### I/O nets highlighted, run 1

Bar = 50 um.
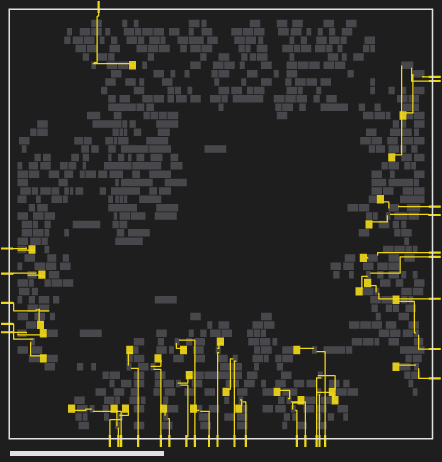
### Congestion heat map, run 1

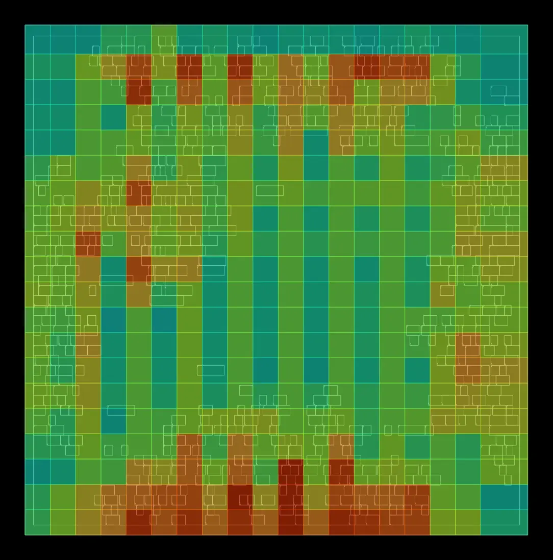
### Signal wires on met1, run 1

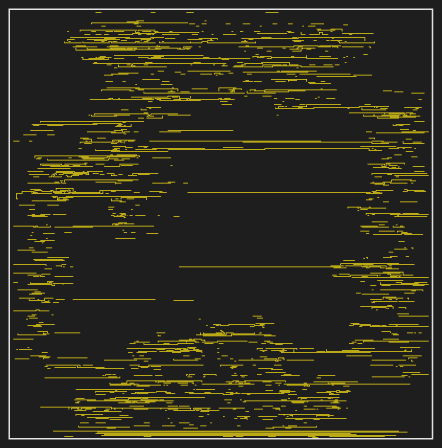
File: config.mk
export PLATFORM = sky130hd
export DESIGN_NAME = versat_rr_merge
export DESIGN_NICKNAME = d
export VERILOG_FILES = /design/src/rtl/versat_merge_pkg.sv /design/src/rtl/versat_rr_arbiter.sv /design/src/rtl/versat_rr_merge.sv
export SDC_FILE = /design/constraint.sdc
export NUM_CORES = 1
export LEC_CHECK = 0
export CAP_MARGIN = 10
export CORE_AREA = 2 2 135 137
export DETAILED_ROUTE_END_ITERATION = 7
export DIE_AREA = 0 0 137 139
export PLACE_DENSITY = 0.51
export REMOVE_ABC_BUFFERS = 1
export SLEW_MARGIN = 20
export SYNTH_ARGS = -nofsm -noshare
export SYNTH_HDL_FRONTEND = slang
export SYNTH_HIERARCHICAL = 1
export SYNTH_SLANG_ARGS = --single-unit
export TNS_END_PERCENT = 5
File: constraint.sdc
create_clock -name clk -period 2 [get_ports clk]
set_input_delay 0.5 -clock clk [delete_from_list [all_inputs] [get_ports clk]]
set_output_delay 0.5 -clock clk [all_outputs]
set_load 0.01 [all_outputs]
File: src/rtl/versat_merge_pkg.sv
// versat_merge_pkg: definitions shared by the Versat round-robin merge.
//   arb_state_e   per-channel arbiter state (IDLE / BUSY)
//   STAT_W        width of the optional statistics counters
//   sel_width()   index width for a given requester count
// Optional feature macro used by the merge top: VERSAT_MERGE_STATS_EN.
package versat_merge_pkg;

  typedef enum logic {
    IDLE = 1'b0,
    BUSY = 1'b1
  } arb_state_e;

  localparam int STAT_W = 32;

  // Index width for N requesters; SEL_W = $clog2(N_SLAVES) in every user.
  function automatic int sel_width(input int n);
    return $clog2(n);
  endfunction

endpackage

File: src/rtl/versat_rr_arbiter.sv
// versat_rr_arbiter: one round-robin channel arbiter (IDLE/BUSY).
//   clk, rst        clock, asynchronous active-high reset
//   req             per-requester eligible request vector
//   release_grant   end-of-transfer handshake of the granted requester
//   grant_idx       index of the latched winner (held while busy)
//   grant_valid     one-cycle strobe when a new winner is latched
//   busy            channel is in BUSY
//   bubble          channel is in the idle cycle right after a release
module versat_rr_arbiter
  import versat_merge_pkg::*;
#(
  parameter int N_SLAVES = 2,
  parameter int SEL_W    = sel_width(N_SLAVES)
) (
  input  logic                clk,
  input  logic                rst,
  input  logic [N_SLAVES-1:0] req,
  input  logic                release_grant,
  output logic [SEL_W-1:0]    grant_idx,
  output logic                grant_valid,
  output logic                busy,
  output logic                bubble
);

  arb_state_e       state_q, state_d;
  logic [SEL_W-1:0] ptr_q, ptr_d;
  logic [SEL_W-1:0] grant_q, grant_d;
  logic             bubble_q, bubble_d;

  logic             found;
  logic [SEL_W-1:0] winner;

  // First requester after the pointer, searching upward with an explicit
  // wrap so that non-power-of-two requester counts work.
  always_comb begin
    int idx;
    idx    = 0;
    found  = 1'b0;
    winner = ptr_q;
    for (int k = 1; k <= N_SLAVES; k++) begin
      idx = int'(ptr_q) + k;
      if (idx >= N_SLAVES) idx = idx - N_SLAVES;
      if (!found && req[idx]) begin
        found  = 1'b1;
        winner = SEL_W'(idx);
      end
    end
  end

  always_comb begin
    state_d     = state_q;
    ptr_d       = ptr_q;
    grant_d     = grant_q;
    bubble_d    = 1'b0;
    grant_valid = 1'b0;
    case (state_q)
      IDLE: begin
        if (found) begin
          state_d     = BUSY;
          ptr_d       = winner;
          grant_d     = winner;
          grant_valid = 1'b1;
        end
      end
      BUSY: begin
        // Grant is held until the transfer's last beat handshakes, whatever
        // the requester does with its valid or strobe meanwhile.
        if (release_grant) begin
          state_d  = IDLE;
          bubble_d = 1'b1;
        end
      end
      default: state_d = IDLE;
    endcase
  end

  always_ff @(posedge clk or posedge rst) begin
    if (rst) begin
      state_q  <= IDLE;
      ptr_q    <= SEL_W'(N_SLAVES - 1);
      grant_q  <= '0;
      bubble_q <= 1'b0;
    end else begin
      state_q  <= state_d;
      ptr_q    <= ptr_d;
      grant_q  <= grant_d;
      bubble_q <= bubble_d;
    end
  end

  assign grant_idx = grant_q;
  assign busy      = (state_q == BUSY);
  assign bubble    = bubble_q;

endmodule

File: src/rtl/versat_rr_merge.sv
// versat_rr_merge: shares one write and one read channel of the Versat
// simple-AXI memory path among N_SLAVES databus requesters, round-robin.
//   clk, rst                 clock, asynchronous active-high reset
//   s_valid/s_ready/s_last   per-slave request valid, beat accepted, last beat
//   s_addr/s_wdata/s_wstrb/s_len  per-slave request fields (flattened)
//   s_rdata                  read data broadcast to every slave
//   m_w*                     write channel to the bridge
//   m_r*                     read channel to the bridge
// A slave with nonzero strobe is a write requester, otherwise a reader.
// Optional macro VERSAT_MERGE_STATS_EN adds saturating counters
// stat_wgrants, stat_rgrants and stat_wait.
module versat_rr_merge
  import versat_merge_pkg::*;
#(
  parameter int N_SLAVES = 2,
  parameter int ADDR_W   = 32,
  parameter int DATA_W   = 32,
  parameter int LEN_W    = 8
) (
  input  logic                         clk,
  input  logic                         rst,
  input  logic [N_SLAVES-1:0]          s_valid,
  output logic [N_SLAVES-1:0]          s_ready,
  output logic [N_SLAVES-1:0]          s_last,
  input  logic [ADDR_W*N_SLAVES-1:0]   s_addr,
  input  logic [DATA_W*N_SLAVES-1:0]   s_wdata,
  input  logic [(DATA_W/8)*N_SLAVES-1:0] s_wstrb,
  input  logic [LEN_W*N_SLAVES-1:0]    s_len,
  output logic [DATA_W-1:0]            s_rdata,
  output logic                         m_wvalid,
  input  logic                         m_wready,
  input  logic                         m_wlast,
  output logic [ADDR_W-1:0]            m_waddr,
  output logic [DATA_W-1:0]            m_wdata,
  output logic [DATA_W/8-1:0]          m_wstrb,
  output logic [LEN_W-1:0]             m_wlen,
  output logic                         m_rvalid,
  input  logic                         m_rready,
  input  logic                         m_rlast,
  output logic [ADDR_W-1:0]            m_raddr,
  output logic [LEN_W-1:0]             m_rlen,
  input  logic [DATA_W-1:0]            m_rdata
`ifdef VERSAT_MERGE_STATS_EN
  ,
  output logic [STAT_W-1:0]            stat_wgrants,
  output logic [STAT_W-1:0]            stat_rgrants,
  output logic [STAT_W-1:0]            stat_wait
`endif
);

  localparam int SEL_W  = sel_width(N_SLAVES);
  localparam int STRB_W = DATA_W / 8;

  logic [N_SLAVES-1:0] w_req, r_req;
  logic [SEL_W-1:0]    w_gnt, r_gnt;
  logic                w_gv, r_gv, w_busy, r_busy, w_bub, r_bub;
  logic                w_rel, r_rel;

  // Classification plus cross-channel exclusion: a slave owned by one
  // channel cannot be picked by the other until that grant is released.
  always_comb begin
    w_req = '0;
    r_req = '0;
    for (int i = 0; i < N_SLAVES; i++) begin
      w_req[i] = s_valid[i] && (|s_wstrb[i*STRB_W +: STRB_W])
                 && !(r_busy && (int'(r_gnt) == i));
      r_req[i] = s_valid[i] && !(|s_wstrb[i*STRB_W +: STRB_W])
                 && !(w_busy && (int'(w_gnt) == i));
    end
  end

  versat_rr_arbiter #(.N_SLAVES(N_SLAVES), .SEL_W(SEL_W)) u_warb (
    .clk(clk), .rst(rst), .req(w_req), .release_grant(w_rel),
    .grant_idx(w_gnt), .grant_valid(w_gv), .busy(w_busy), .bubble(w_bub)
  );

  versat_rr_arbiter #(.N_SLAVES(N_SLAVES), .SEL_W(SEL_W)) u_rarb (
    .clk(clk), .rst(rst), .req(r_req), .release_grant(r_rel),
    .grant_idx(r_gnt), .grant_valid(r_gv), .busy(r_busy), .bubble(r_bub)
  );

  // Channel routing: fields follow the granted slave only while BUSY.
  always_comb begin
    m_wvalid = 1'b0;
    m_waddr  = '0;
    m_wdata  = '0;
    m_wstrb  = '0;
    m_wlen   = '0;
    m_rvalid = 1'b0;
    m_raddr  = '0;
    m_rlen   = '0;
    if (w_busy) begin
      m_wvalid = s_valid[w_gnt];
      m_waddr  = s_addr[int'(w_gnt)*ADDR_W +: ADDR_W];
      m_wdata  = s_wdata[int'(w_gnt)*DATA_W +: DATA_W];
      m_wstrb  = s_wstrb[int'(w_gnt)*STRB_W +: STRB_W];
      m_wlen   = s_len[int'(w_gnt)*LEN_W +: LEN_W];
    end
    if (r_busy) begin
      m_rvalid = s_valid[r_gnt];
      m_raddr  = s_addr[int'(r_gnt)*ADDR_W +: ADDR_W];
      m_rlen   = s_len[int'(r_gnt)*LEN_W +: LEN_W];
    end
  end

  assign w_rel   = w_busy && m_wvalid && m_wready && m_wlast;
  assign r_rel   = r_busy && m_rvalid && m_rready && m_rlast;
  assign s_rdata = m_rdata;

  always_comb begin
    s_ready = '0;
    s_last  = '0;
    for (int i = 0; i < N_SLAVES; i++) begin
      s_ready[i] = (w_busy && (int'(w_gnt) == i) && m_wready)
                || (r_busy && (int'(r_gnt) == i) && m_rready);
      s_last[i]  = (w_busy && (int'(w_gnt) == i) && m_wlast)
                || (r_busy && (int'(r_gnt) == i) && m_rlast);
    end
  end

`ifdef VERSAT_MERGE_STATS_EN
  logic [STAT_W-1:0] wgrants_q, wgrants_d;
  logic [STAT_W-1:0] rgrants_q, rgrants_d;
  logic [STAT_W-1:0] wait_q, wait_d;
  logic              wait_cyc;

  function automatic logic [STAT_W-1:0] sat_inc(input logic [STAT_W-1:0] v,
                                                input logic en);
    if (en && (v != '1)) return v + 1'b1;
    return v;
  endfunction

  // A pending request stalls when its channel is owned or in its bubble.
  assign wait_cyc = ((|w_req) && (w_busy || w_bub))
                 || ((|r_req) && (r_busy || r_bub));

  always_comb begin
    wgrants_d = sat_inc(wgrants_q, w_gv);
    rgrants_d = sat_inc(rgrants_q, r_gv);
    wait_d    = sat_inc(wait_q, wait_cyc);
  end

  always_ff @(posedge clk or posedge rst) begin
    if (rst) begin
      wgrants_q <= '0;
      rgrants_q <= '0;
      wait_q    <= '0;
    end else begin
      wgrants_q <= wgrants_d;
      rgrants_q <= rgrants_d;
      wait_q    <= wait_d;
    end
  end

  assign stat_wgrants = wgrants_q;
  assign stat_rgrants = rgrants_q;
  assign stat_wait    = wait_q;
`else
  // Grant strobes and bubble flags only feed the statistics block.
  logic stats_unused;
  assign stats_unused = w_gv ^ r_gv ^ w_bub ^ r_bub;
`endif

endmodule

==> run_results.csv, run 1 <==
group,metric,value,unit
clock_tree,numCtsBuffers,3,
setup_path,critical_path.max_stage_delay,0.50,ns
final_timing,final_critical_path_setup_slack,-0.0675,ns
setup_path,worst_r2r_startpoint,"u_warb/grant_idx$_DFFE_PP0P_",
setup_path,cp.buffers_inverters,3,
clock_tree,cts_hold_buf,0,
power_and_ir_drop,clock_net_power,0.342,mW
clock_tree,ctsResizeCount,303,
setup_path,crit_path_cell_trace,"buf_6 > buf_12 > mux2i_1 > nor2b_1 > dlygate4sd2_1",
place,dp.final_hpwl,12400,um
layout,comb_cells,270,
grt,gr-usage-met2,24.8,%
place,place_ws,-0.349,ns
final_timing,holdWs,0.474,ns
grt,grt_util_met3,10.9,%
grt,grt_start_max_net_pins,56,
setup_path,timing.setup.critical_path_class,"flop to primary output",
layout,seq_share,2.86,%
flow_run,warning_count,27,
status,status,"complete, but fails checks",
setup_path,timing.reg2reg.setup_slack,0.40,ns
layout,area_growth_from_synthesis_to_layout,98.6,%
detailed_routing,route.detailed.vias_per_inst,4.19,
detailed_routing,dr_wl_met3,2490,um
setup_path,cp.arrival,1.57,ns
detailed_routing,highest-signal-layer,"met5",
grt,globalRoute.totalOverflow,0,
final_timing,min_period_over_period,103,%
floorplanning,placementRows,49,
layout,multi_input_gate_share_of_the_layout_cell_area,39.9,%
setup_path,crit_path_start,"u_warb/grant_idx$_DFFE_PP0P_",
grt,grt_util_all_layers,15.2,%
layout,non_cts_buffers,322,
setup_path,crit_path_top_delay_cell,"dfrtp_4",
layout,ratio_of_cells_with_drive_above_1_in_the_final_layout,28.2,%
setup_path,worstPathMaxFanout,7,
layout,post_layout_net_count,799,
detailed_routing,met1Wirelength,5830,um
detailed_routing,ant_nets,0,
layout,layout.clock.cell_area_share,1.42,%
hold_path,hold_wc_path_type,"primary input to async pin",
power_and_ir_drop,power_leader,"combinational cells",
setup_path,critical_path_required,1.50,ns
status,failed_checks,"setup timing",
power_and_ir_drop,total_power,6.38,mW
layout,largestClassByArea,"buffers",
layout,nFlopsAndLatches,6,
layout,mi_logic_area,2220,sq um
power_and_ir_drop,switching_share,44.9,%
setup_path,end_kind,"primary output",
detailed_routing,dr_wl_met2,7250,um
synth,yosys_warnings,6,
floorplanning,tapCellCount,229,
layout,num-fill-cells,1902,
final_timing,maxSlewHeadroom,83.7,%
floorplanning,pin_count,346,
power_and_ir_drop,p_sw,2.87,mW
setup_path,cp.depth,5,
layout,nClkBuffers,4,
place,placedInstanceArea,5780,sq um
final_timing,final.setup.tns,-0.204,ns
setup_path,worstReg2RegEnd,"u_rarb/grant_idx$_DFFE_PP0P_",
setup_path,path_delay_family,"buffers and inverters",
clock_tree,cts-root-to-sink-buffers,2,
detailed_routing,detail_route.drc_violations,0,
final_timing,tightestPinTransition,0.243,ns
layout,finalInstanceArea,5560,sq um
layout,area_share_nonclk_buffers,50.4,%
power_and_ir_drop,irDropWorstVdd,0.000478,V
clock_tree,clk-insertion-delay-late,0.23,ns
floorplanning,core_region_area,17700,sq um
final_timing,finalCriticalPeriod,2.07,ns
floorplanning,initial_utilization,15.9,%
final_timing,grt_setup_unrepaired,"yes",
layout,regArea,159,sq um
power_and_ir_drop,total_leakage_power,2.59,nW
final_timing,finalSetupViolCount,9,
place,port_buffers,281,
final_timing,fmax,484,MHz
setup_path,number_of_cell_instances_on_the_worst_register_to_register_path,7,
synth,postSynthCellCount,339,
Back to the opening pictures, 'I/O nets highlighted':
| port | colour | bits | direction | edge | end cells | buffers | wire |
|---|---|---|---|---|---|---|---|
| m_raddr | yellow | 32 | output | 17 bottom, 9 right, 5 left, 1 top | 32 | 32 | 720 um |

Back to the opening pictures, 'Congestion heat map':
drt wl/cell: 18.9 um
most congested layer reported by global routing: met2
met1 layer usage reported by global route: 16.2%

Back to the opening pictures, 'Signal wires on met1':
main direction: horizontal
share of all routed wire: 37%
wire length on this layer: 5830 um
longest straight run: 112 um
routed via count: 3497
Routed WL: 15800 um

--- run 2 (diff from run 1) ---
--- a/config.mk
+++ b/config.mk
@@ -5,12 +5,12 @@
 export SDC_FILE = /design/constraint.sdc
 export NUM_CORES = 1
 export LEC_CHECK = 0
-export CAP_MARGIN = 10
 export CORE_AREA = 2 2 135 137
 export DETAILED_ROUTE_END_ITERATION = 7
 export DIE_AREA = 0 0 137 139
 export PLACE_DENSITY = 0.51
 export REMOVE_ABC_BUFFERS = 1
+export SKIP_CTS_REPAIR_TIMING = 1
 export SLEW_MARGIN = 20
 export SYNTH_ARGS = -nofsm -noshare
 export SYNTH_HDL_FRONTEND = slang
### Signal wires on met1, run 2

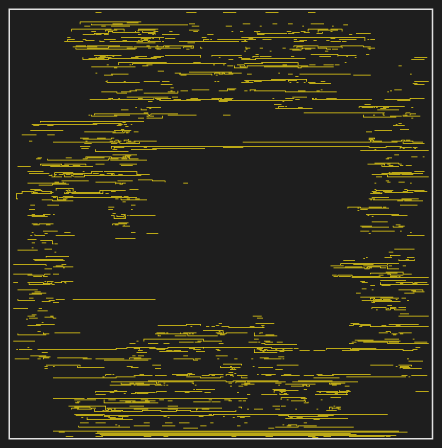
share of all routed wire: 36%
longest straight run: 112 um
main direction: horizontal
nets with wire on the layer: 656
Routed WL: 15300 um
met1 layer usage reported by global route: 15.3%
routed via count: 3418

==> run 2 against run 1 <==
  * The run still ends with setup timing left
  * Cell count down 1.3%
  * Via count shrank 2.3%
  * Sequential power is 6% higher
  * Critical path type unchanged
  * Largest cell class unchanged
==> run_results.csv, run 2 <==
group,metric,value,unit
floorplanning,placementRows,49,
floorplanning,initial_utilization,15.9,%
final_timing,final_critical_path_setup_slack,-0.297,ns
floorplanning,die-area,19000,sq um
final_timing,final_hold_viol_count,0,
layout,num-fill-cells,1824,
setup_path,crit_path_start,"u_warb/grant_idx$_DFFE_PP0P_",
grt,grt_util_all_layers,14.6,%
detailed_routing,met1Wirelength,5470,um
place,port_buffers,281,
layout,antenna-diode-count,0,
floorplanning,dieWidth,137,um
power_and_ir_drop,irDropWorstVdd,0.000519,V
power_and_ir_drop,total_leakage_power,3.62,nW
setup_path,crit_path_cell_trace,"nor2b_1 > a22o_1 > clkdlybuf4s50_1",
flow_run,warning_count,26,
flow_run,cap_violations,0,
floorplanning,floorplan.die.height,139,um
place,place_inst,820,
power_and_ir_drop,seq-power,0.303,mW
status,status,"complete, but fails checks",
place,dp.final_hpwl,12400,um
grt,grt_antenna_before_repair,0,
final_timing,finClkSkew,0.00201,ns
setup_path,cp_startpoint_kind,"flop",
layout,ratio_of_cells_with_drive_above_1_in_the_final_layout,9.92,%
layout,nonClockInverterCount,4,
final_timing,min_period_over_period,115,%
power_and_ir_drop,internal_power,3.76,mW
final_timing,maxSlewViolCount,0,
layout,finalInstanceArea,6090,sq um
synth,yosys_warnings,6,
clock_tree,htreeDepth,1,
setup_path,cp.buffers_inverters,1,
power_and_ir_drop,combinationalPowerShare,90.0,%
grt,grt_pass1_wl,21200,um
place,gpl_wtd_cong,0.780,
setup_path,critical_path.max_stage_delay,0.55,ns
clock_tree,cts.clk_slew.worst_paths,0.04,ns
layout,area_growth_from_synthesis_to_layout,118,%
detailed_routing,ant_nets,0,
grt,grt_start_max_net_pins,56,
layout,non_cts_buffers,311,
final_timing,grt_setup_unrepaired,"yes",
final_timing,holdWs,0.471,ns
layout,most-common-layout-cells,"clkdlybuf4s50_1, nor2b_1, mux2i_1",
layout,nClkBuffers,4,
setup_path,timing.setup.critical_path_class,"flop to primary output",
clock_tree,buffer_type_at_the_clock_tree_root,"clkbuf_16",
setup_path,cp.arrival,1.80,ns
power_and_ir_drop,switching_share,41.8,%
setup_path,worst_setup_path_endpoint,"s_last[0]",
detailed_routing,wl_per_cell,18.5,um
layout,post_layout_nonfiller_instances,824,
final_timing,tightestPinTransition,0.276,ns
floorplanning,pin_count,346,
grt,gr-usage-met2,23.8,%
detailed_routing,first_iter_violations,85,
setup_path,crit_path_top_delay_cell,"clkdlybuf4s50_1",
setup_path,worstPathMaxFanout,7,
power_and_ir_drop,pwr-share-clk,5.3,%
layout,layout.clock.cell_area_share,1.29,%
power_and_ir_drop,power_leader,"combinational cells",
place,place_ws,-0.349,ns
power_and_ir_drop,clock_net_power,0.343,mW
layout,area_share_nonclk_buffers,55.4,%
floorplanning,core_region_area,17700,sq um
final_timing,finalCriticalPeriod,2.30,ns
final_timing,final.setup.tns,-1.41,ns
layout,finalCoreUtilization,34.5,%
power_and_ir_drop,seq_power_share,4.7,%
layout,post_layout_net_count,788,
final_timing,maxSlewHeadroom,81.6,%
grt,grt_pass1_vias,3477,
detailed_routing,highest-signal-layer,"met5",
synth,postSynthCellCount,339,
floorplanning,tapCellCount,229,
grt,globalRoute.totalOverflow,0,
setup_path,timing.reg2reg.setup_slack,0.46,ns
grt,grt.busiest_layer,"met2",
layout,regArea,159,sq um
setup_path,worstReg2RegEnd,"u_warb/grant_idx$_DFFE_PP0P_",
layout,multi_input_gate_share_of_the_layout_cell_area,35.8,%
detailed_routing,route.detailed.vias_per_inst,4.15,
detailed_routing,dr_wl_met2,7070,um
setup_path,path_delay_family,"buffers and inverters",
layout,nFlopsAndLatches,6,
layout,lay_top_count,"clkdlybuf4s50_1",
setup_path,critical_path_required,1.50,ns
clock_tree,cts-root-to-sink-buffers,2,
setup_path,cp.depth,3,
power_and_ir_drop,combinationalPower,5.80,mW
layout,largestClassByArea,"buffers",
synth,synth.avg_cell_area,8.26,sq um
detailed_routing,detail_route.drc_violations,0,
layout,seq_share,2.61,%
grt,grt_util_met3,10.9,%
layout,comb_cells,270,
final_timing,fmax,435,MHz
clock_tree,tritoncts_clock_tree,"done",
power_and_ir_drop,total_power,6.45,mW
place,placedInstanceArea,5780,sq um
synth,syn-cell-area,2800,sq um
final_timing,finalSetupViolCount,7,
clock_tree,numClockSinks,6,
setup_path,number_of_cell_instances_on_the_worst_register_to_register_path,7,
power_and_ir_drop,pwr_density_cell,1060,nW/um^2
layout,mi_logic_area,2180,sq um
setup_path,end_kind,"primary output",
clock_tree,clk-insertion-delay-late,0.23,ns
power_and_ir_drop,p_sw,2.69,mW
setup_path,worst_r2r_startpoint,"u_rarb/grant_idx$_DFFE_PP0P_",
detailed_routing,dr_wl_met3,2490,um
detailed_routing,drtPass1Iterations,4,
status,failed_checks,"setup timing",
clock_tree,numCtsBuffers,3,
hold_path,hold_wc_path_type,"primary input to async pin",
### Routed clock nets over the placement, run 2

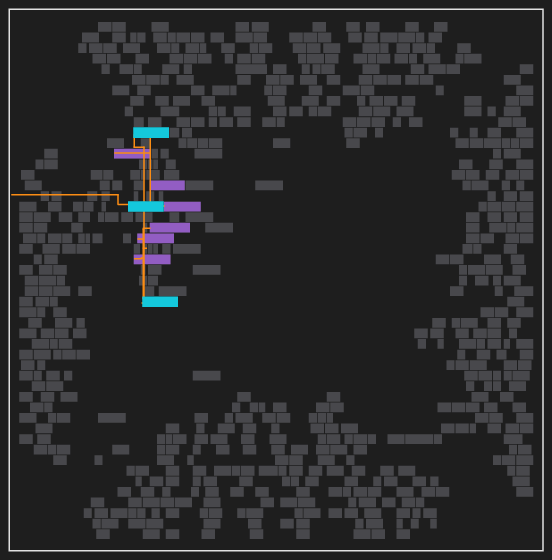
[flip-flops] purple | count: 6
[clock wires] orange | length: 146 um
[cells driving clock nets] cyan | count: 3
routed clock nets: 4

--- run 3 (diff from run 2) ---
--- a/config.mk
+++ b/config.mk
@@ -8,9 +8,9 @@
 export CORE_AREA = 2 2 135 137
 export DETAILED_ROUTE_END_ITERATION = 7
 export DIE_AREA = 0 0 137 139
+export HOLD_SLACK_MARGIN = 0.08
 export PLACE_DENSITY = 0.51
 export REMOVE_ABC_BUFFERS = 1
-export SKIP_CTS_REPAIR_TIMING = 1
 export SLEW_MARGIN = 20
 export SYNTH_ARGS = -nofsm -noshare
 export SYNTH_HDL_FRONTEND = slang
### Congestion heat map, run 3

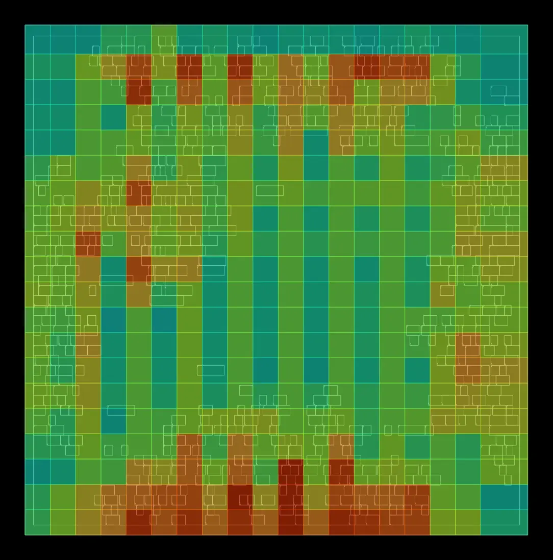
met3 Resource Use GR: 10.9%
utilization after layout: 31.5%

==> run 3 against run 2 <==
  * The flow still finishes with violations (setup timing)
  * Synthesized cell count did not move
  * First-iteration DRC count rose by 13%
  * Die size is the same
  * Setup slack improved by 0.23 ns
  * Sequential cell count unchanged
  * Critical path type unchanged
  * Largest power group unchanged
==> run_results.csv, run 3 <==
group,metric,value,unit
status,status,"complete, but fails checks",
status,failed_checks,"setup timing",
final_timing,holdWs,0.474,ns
floorplanning,placementRows,49,
setup_path,crit_path_cell_trace,"buf_6 > buf_12 > mux2i_1 > nor2b_1 > dlygate4sd2_1",
setup_path,cp_startpoint_kind,"flop",
setup_path,path_delay_family,"buffers and inverters",
setup_path,worstPathMaxFanout,7,
power_and_ir_drop,irDropWorstVdd,0.000478,V
hold_path,hold_wc_path_type,"primary input to async pin",
setup_path,timing.setup.critical_path_class,"flop to primary output",
grt,globalRoute.totalOverflow,0,
detailed_routing,route.detailed.vias_per_inst,4.19,
detailed_routing,dr_wl_met2,7250,um
place,gpl_wtd_cong,0.780,
layout,nFlopsAndLatches,6,
clock_tree,cts.clk_slew.worst_paths,0.04,ns
clock_tree,cts-root-to-sink-buffers,2,
final_timing,final_critical_path_setup_slack,-0.0675,ns
setup_path,worst_r2r_startpoint,"u_warb/grant_idx$_DFFE_PP0P_",
layout,non_cts_buffers,322,
grt,global_route.usage.met1,16.2,%
setup_path,cp.arrival,1.57,ns
power_and_ir_drop,power_leader,"combinational cells",
floorplanning,tapCellCount,229,
power_and_ir_drop,seq-power,0.285,mW
final_timing,finalCriticalPeriod,2.07,ns
final_timing,finClkSkew,0.00197,ns
clock_tree,htreeDepth,1,
detailed_routing,dr_wl_met3,2490,um
flow_run,warning_count,27,
detailed_routing,highest-signal-layer,"met5",
power_and_ir_drop,internal_power,3.51,mW
layout,antenna-diode-count,0,
power_and_ir_drop,total_power,6.38,mW
grt,grt_pass1_wl,22000,um
layout,finalInstanceArea,5560,sq um
setup_path,critical_path_required,1.50,ns
grt,grt.busiest_layer,"met2",
final_timing,grt_setup_unrepaired,"yes",
layout,num-fill-cells,1902,
synth,postSynthCellCount,339,
floorplanning,dieWidth,137,um
setup_path,critical_path.max_stage_delay,0.50,ns
final_timing,maxSlewHeadroom,83.7,%
layout,ratio_of_cells_with_drive_above_1_in_the_final_layout,28.2,%
place,place_ws,-0.349,ns
place,dp.final_hpwl,12400,um
clock_tree,tritoncts_clock_tree,"done",
detailed_routing,first_iter_violations,96,
detailed_routing,detail_route.drc_violations,0,
power_and_ir_drop,combinationalPowerShare,90.2,%
grt,grt_pass1_vias,3577,
layout,multi_input_gate_share_of_the_layout_cell_area,39.9,%
floorplanning,core_region_area,17700,sq um
setup_path,crit_path_start,"u_warb/grant_idx$_DFFE_PP0P_",
place,placedInstanceArea,5780,sq um
floorplanning,floorplan.die.height,139,um
detailed_routing,ant_nets,0,
setup_path,worstReg2RegEnd,"u_rarb/grant_idx$_DFFE_PP0P_",
power_and_ir_drop,p_sw,2.87,mW
grt,grt_antenna_before_repair,0,
power_and_ir_drop,switching_share,44.9,%
power_and_ir_drop,pwr_density_cell,1150,nW/um^2
setup_path,cp.buffers_inverters,3,
setup_path,timing.reg2reg.setup_slack,0.40,ns
final_timing,fmax,484,MHz
layout,nClkBuffers,4,
power_and_ir_drop,pwr-share-clk,5.4,%
grt,grt_util_all_layers,15.2,%
power_and_ir_drop,combinationalPower,5.75,mW
setup_path,number_of_cell_instances_on_the_worst_register_to_register_path,7,
power_and_ir_drop,clock_net_power,0.342,mW
grt,grt_start_max_net_pins,56,
layout,comb_cells,270,
power_and_ir_drop,total_leakage_power,2.59,nW
setup_path,cp.depth,5,
floorplanning,die-area,19000,sq um
setup_path,crit_path_top_delay_cell,"dfrtp_4",
layout,lay_top_count,"clkdlybuf4s50_1",
layout,nonClockInverterCount,4,
layout,mi_logic_area,2220,sq um
clock_tree,numClockSinks,6,
layout,post_layout_nonfiller_instances,835,
clock_tree,buffer_type_at_the_clock_tree_root,"clkbuf_16",
final_timing,finalSetupViolCount,9,
detailed_routing,met1Wirelength,5830,um
layout,largestClassByArea,"buffers",
layout,area_growth_from_synthesis_to_layout,98.6,%
detailed_routing,routed-via-count,3497,
floorplanning,initial_utilization,15.9,%
final_timing,min_period_over_period,103,%
final_timing,final_hold_viol_count,0,
final_timing,final.setup.tns,-0.204,ns
power_and_ir_drop,seq_power_share,4.5,%
synth,synth.avg_cell_area,8.26,sq um
detailed_routing,wl_per_cell,18.9,um
### I/O nets highlighted, run 3

Bar = 50 um.
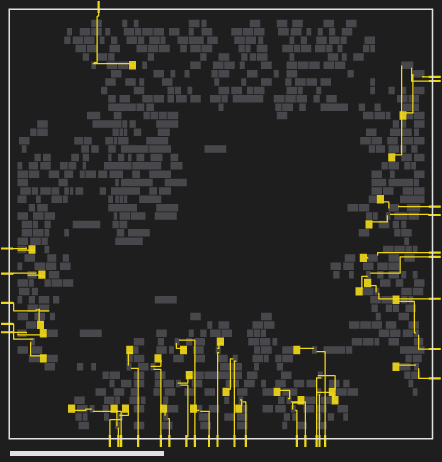
| port | colour | bits | direction | edge | end cells | buffers | wire |
|---|---|---|---|---|---|---|---|
| m_raddr | yellow | 32 | output | 17 bottom, 9 right, 5 left, 1 top | 32 | 32 | 720 um |
total I/O pin count: 346
Port Buf Inserts: 281

Power is estimated from default activity; no workload was simulated.
